--- src/rtl/add_arbiter.sv ---
// Round-robin arbiter feeding one shared carry-select adder with a registered result slot.
// A requester can lock the adder across words of a multi-word add; its carry is forwarded.
module add_arbiter #(
  parameter int unsigned N_REQ = 4,
  parameter int unsigned WIDTH = 32
) (
  input  logic                       clk,
  input  logic                       rst_n,
  input  logic [N_REQ-1:0]           req_valid,
  output logic [N_REQ-1:0]           req_ready,
  input  logic [N_REQ*WIDTH-1:0]     req_a,
  input  logic [N_REQ*WIDTH-1:0]     req_b,
  input  logic [N_REQ-1:0]           req_cin,
  input  logic [N_REQ-1:0]           req_chain,
  output logic                       rsp_valid,
  input  logic                       rsp_ready,
  output logic [WIDTH-1:0]           rsp_sum,
  output logic                       rsp_cout,
  output logic [$clog2(N_REQ)-1:0]   rsp_id
);

  localparam int unsigned IDW = $clog2(N_REQ);
  localparam int unsigned NG  = (WIDTH + 3) / 4;
  localparam int unsigned PW  = NG * 4;

  typedef enum logic [0:0] {StUnlocked, StLocked} lock_e;

  lock_e              state_q, state_d;
  logic [IDW-1:0]     owner_q, owner_d;
  logic               carry_q, carry_d;
  logic [IDW-1:0]     last_q, last_d;
  logic               rsp_valid_q, rsp_valid_d;
  logic [WIDTH-1:0]   rsp_sum_q, rsp_sum_d;
  logic               rsp_cout_q, rsp_cout_d;
  logic [IDW-1:0]     rsp_id_q, rsp_id_d;

  logic               free, found, gnt_vld, accept;
  logic [IDW-1:0]     rr_idx, gnt_idx;
  int unsigned        cand;
  logic [WIDTH-1:0]   op_a, op_b;
  logic               op_cin;

  logic [PW-1:0]      a_pad, b_pad, sum_pad;
  logic [NG:0]        gc;
  logic [4:0]         s0, s1, ssel;
  logic [PW:0]        full;
  logic [WIDTH-1:0]   add_sum;
  logic               add_cout;

  // Grant selection: owner only while locked, otherwise round-robin after last_q.
  always_comb begin
    free   = !rsp_valid_q || rsp_ready;
    found  = 1'b0;
    rr_idx = '0;
    cand   = 0;
    for (int unsigned k = 1; k <= N_REQ; k++) begin
      cand = (32'(last_q) + k) % N_REQ;
      if (!found && req_valid[IDW'(cand)]) begin
        found  = 1'b1;
        rr_idx = IDW'(cand);
      end
    end
    if (state_q == StLocked) begin
      gnt_idx = owner_q;
      gnt_vld = req_valid[owner_q];
    end else begin
      gnt_idx = rr_idx;
      gnt_vld = found;
    end
    accept = free && gnt_vld;
    for (int unsigned i = 0; i < N_REQ; i++) begin
      req_ready[i] = rst_n && accept && (gnt_idx == IDW'(i));
    end
  end

  always_comb begin
    op_a = '0;
    op_b = '0;
    for (int unsigned i = 0; i < N_REQ; i++) begin
      if (gnt_idx == IDW'(i)) begin
        op_a = req_a[i*WIDTH +: WIDTH];
        op_b = req_b[i*WIDTH +: WIDTH];
      end
    end
    op_cin = (state_q == StLocked) ? carry_q : req_cin[gnt_idx];
  end

  // Carry-select adder: each 4-bit group precomputes both carry-in cases.
  always_comb begin
    a_pad = '0;
    b_pad = '0;
    a_pad[WIDTH-1:0] = op_a;
    b_pad[WIDTH-1:0] = op_b;
    sum_pad = '0;
    s0      = '0;
    s1      = '0;
    ssel    = '0;
    gc      = '0;
    gc[0]   = op_cin;
    for (int unsigned g = 0; g < NG; g++) begin
      s0   = {1'b0, a_pad[g*4 +: 4]} + {1'b0, b_pad[g*4 +: 4]};
      s1   = s0 + 5'd1;
      ssel = gc[g] ? s1 : s0;
      sum_pad[g*4 +: 4] = ssel[3:0];
      gc[g+1] = ssel[4];
    end
    full     = {gc[NG], sum_pad};
    add_sum  = full[WIDTH-1:0];
    add_cout = full[WIDTH];
  end

  always_comb begin
    state_d     = state_q;
    owner_d     = owner_q;
    carry_d     = carry_q;
    last_d      = last_q;
    rsp_valid_d = rsp_valid_q;
    rsp_sum_d   = rsp_sum_q;
    rsp_cout_d  = rsp_cout_q;
    rsp_id_d    = rsp_id_q;
    if (accept) begin
      rsp_valid_d = 1'b1;
      rsp_sum_d   = add_sum;
      rsp_cout_d  = add_cout;
      rsp_id_d    = gnt_idx;
      unique case (state_q)
        StUnlocked: begin
          last_d = gnt_idx;
          if (req_chain[gnt_idx]) begin
            state_d = StLocked;
            owner_d = gnt_idx;
            carry_d = add_cout;
          end
        end
        StLocked: begin
          if (req_chain[gnt_idx]) begin
            carry_d = add_cout;
          end else begin
            state_d = StUnlocked;
          end
        end
        default: state_d = StUnlocked;
      endcase
    end else if (rsp_ready) begin
      rsp_valid_d = 1'b0;
    end
  end

  always_ff @(posedge clk or negedge rst_n) begin
    if (!rst_n) begin
      state_q     <= StUnlocked;
      owner_q     <= '0;
      carry_q     <= 1'b0;
      last_q      <= IDW'(N_REQ - 1);
      rsp_valid_q <= 1'b0;
      rsp_sum_q   <= '0;
      rsp_cout_q  <= 1'b0;
      rsp_id_q    <= '0;
    end else begin
      state_q     <= state_d;
      owner_q     <= owner_d;
      carry_q     <= carry_d;
      last_q      <= last_d;
      rsp_valid_q <= rsp_valid_d;
      rsp_sum_q   <= rsp_sum_d;
      rsp_cout_q  <= rsp_cout_d;
      rsp_id_q    <= rsp_id_d;
    end
  end

  assign rsp_valid = rsp_valid_q;
  assign rsp_sum   = rsp_sum_q;
  assign rsp_cout  = rsp_cout_q;
  assign rsp_id    = rsp_id_q;

endmodule

--- config.mk ---
export PLATFORM = sky130hd
export DESIGN_NAME = add_arbiter
export DESIGN_NICKNAME = d
export VERILOG_FILES = /design/src/rtl/add_arbiter.sv
export SDC_FILE = /design/constraint.sdc
export NUM_CORES = 1
export LEC_CHECK = 0
export CAP_MARGIN = 10
export CORE_MARGIN = 4
export CORE_UTILIZATION = 43
export DETAILED_ROUTE_END_ITERATION = 10
export GPL_ROUTABILITY_DRIVEN = 0
export PLACE_DENSITY_LB_ADDON = 0.12
export SKIP_LAST_GASP = 1
export SLEW_MARGIN = 0
export SYNTH_ARGS = -nofsm -noshare
export SYNTH_HDL_FRONTEND = slang
export SYNTH_SLANG_ARGS = --single-unit
--- constraint.sdc ---
create_clock -name clk -period 16.58 [get_ports clk]
set_clock_uncertainty 0.05 [all_clocks]
set_input_delay 3.316 -clock clk [delete_from_list [all_inputs] [get_ports clk]]
set_output_delay 3.316 -clock clk [all_outputs]
set_load 0.1 [all_outputs]
==> impl_metrics.ini <==
; flow metrics
[setup_path]
crit_fanout = 80
worstPathArrival_ns = 10.39
crit_family = multiplexers
rr_worst_depth = 25

[final_timing]
post-route-period-util_pct = 61.94
setup_viol_count_final = 0
fin_crit_ns = 10.27

[die]
chipWidth_um = 122.5

[synthesis]
syn_inst = 737
area_leaders = dfrtp_1 18%, ha_1 8.9%, nand2_1 8.1%
top_logic_kind = simple AND/OR/NAND/NOR gates
edf_count = 0
synthAdderAreaFrac_pct = 11.73

[final_layout]
final_cell_count_no_fill = 1188
clock_area_share_pct = 1.679
buffers = 317
final_layout_top_logic_cells = 309 x clkdlybuf4s50_1, 121 x nand2_1, 52 x a31oi_1, 51 x a211oi_1, 47 x and2_1
drive_gt1_share_pct = 4.823
logic_gates = 610

[placed_design]
pre_cts_slack_ns = 6.004
io_buffers = 310
place_inst = 1180

[global_routing]
grt_max_degree = 83
grt_pass1_wl_um = 30170
use_met2_pct = 46.03
antenna_found_initial = 0

[cts]
numCtsBuffers = 5
cts_hold_buffers = 0
htree_levels = 2

[routing]
drc = 0

[outcome]
status = finished clean
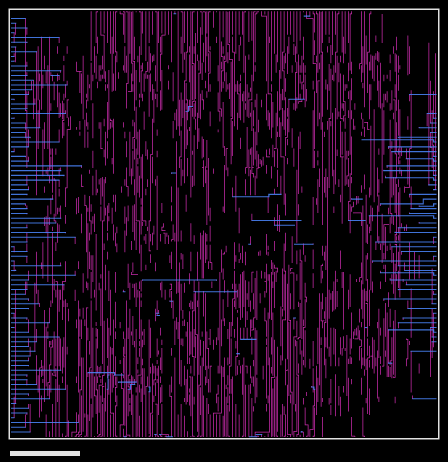
layers.png
Bar = 20 µm. Only two layers are drawn.
layer	color	wire length
M2	magenta	9890 µm
M3	blue	1170 µm
Detailed Route WL: 19480 µm
Total GRT Usage: 24.91%

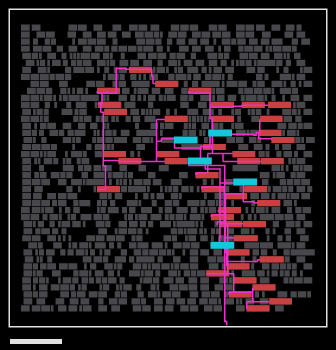
clock_wires.png
Bar = 20 µm.
[clock wires] magenta | length: 612 µm
[flip-flops] red | count: 42
[clock-net drivers] cyan | count: 5
routed clock nets	6

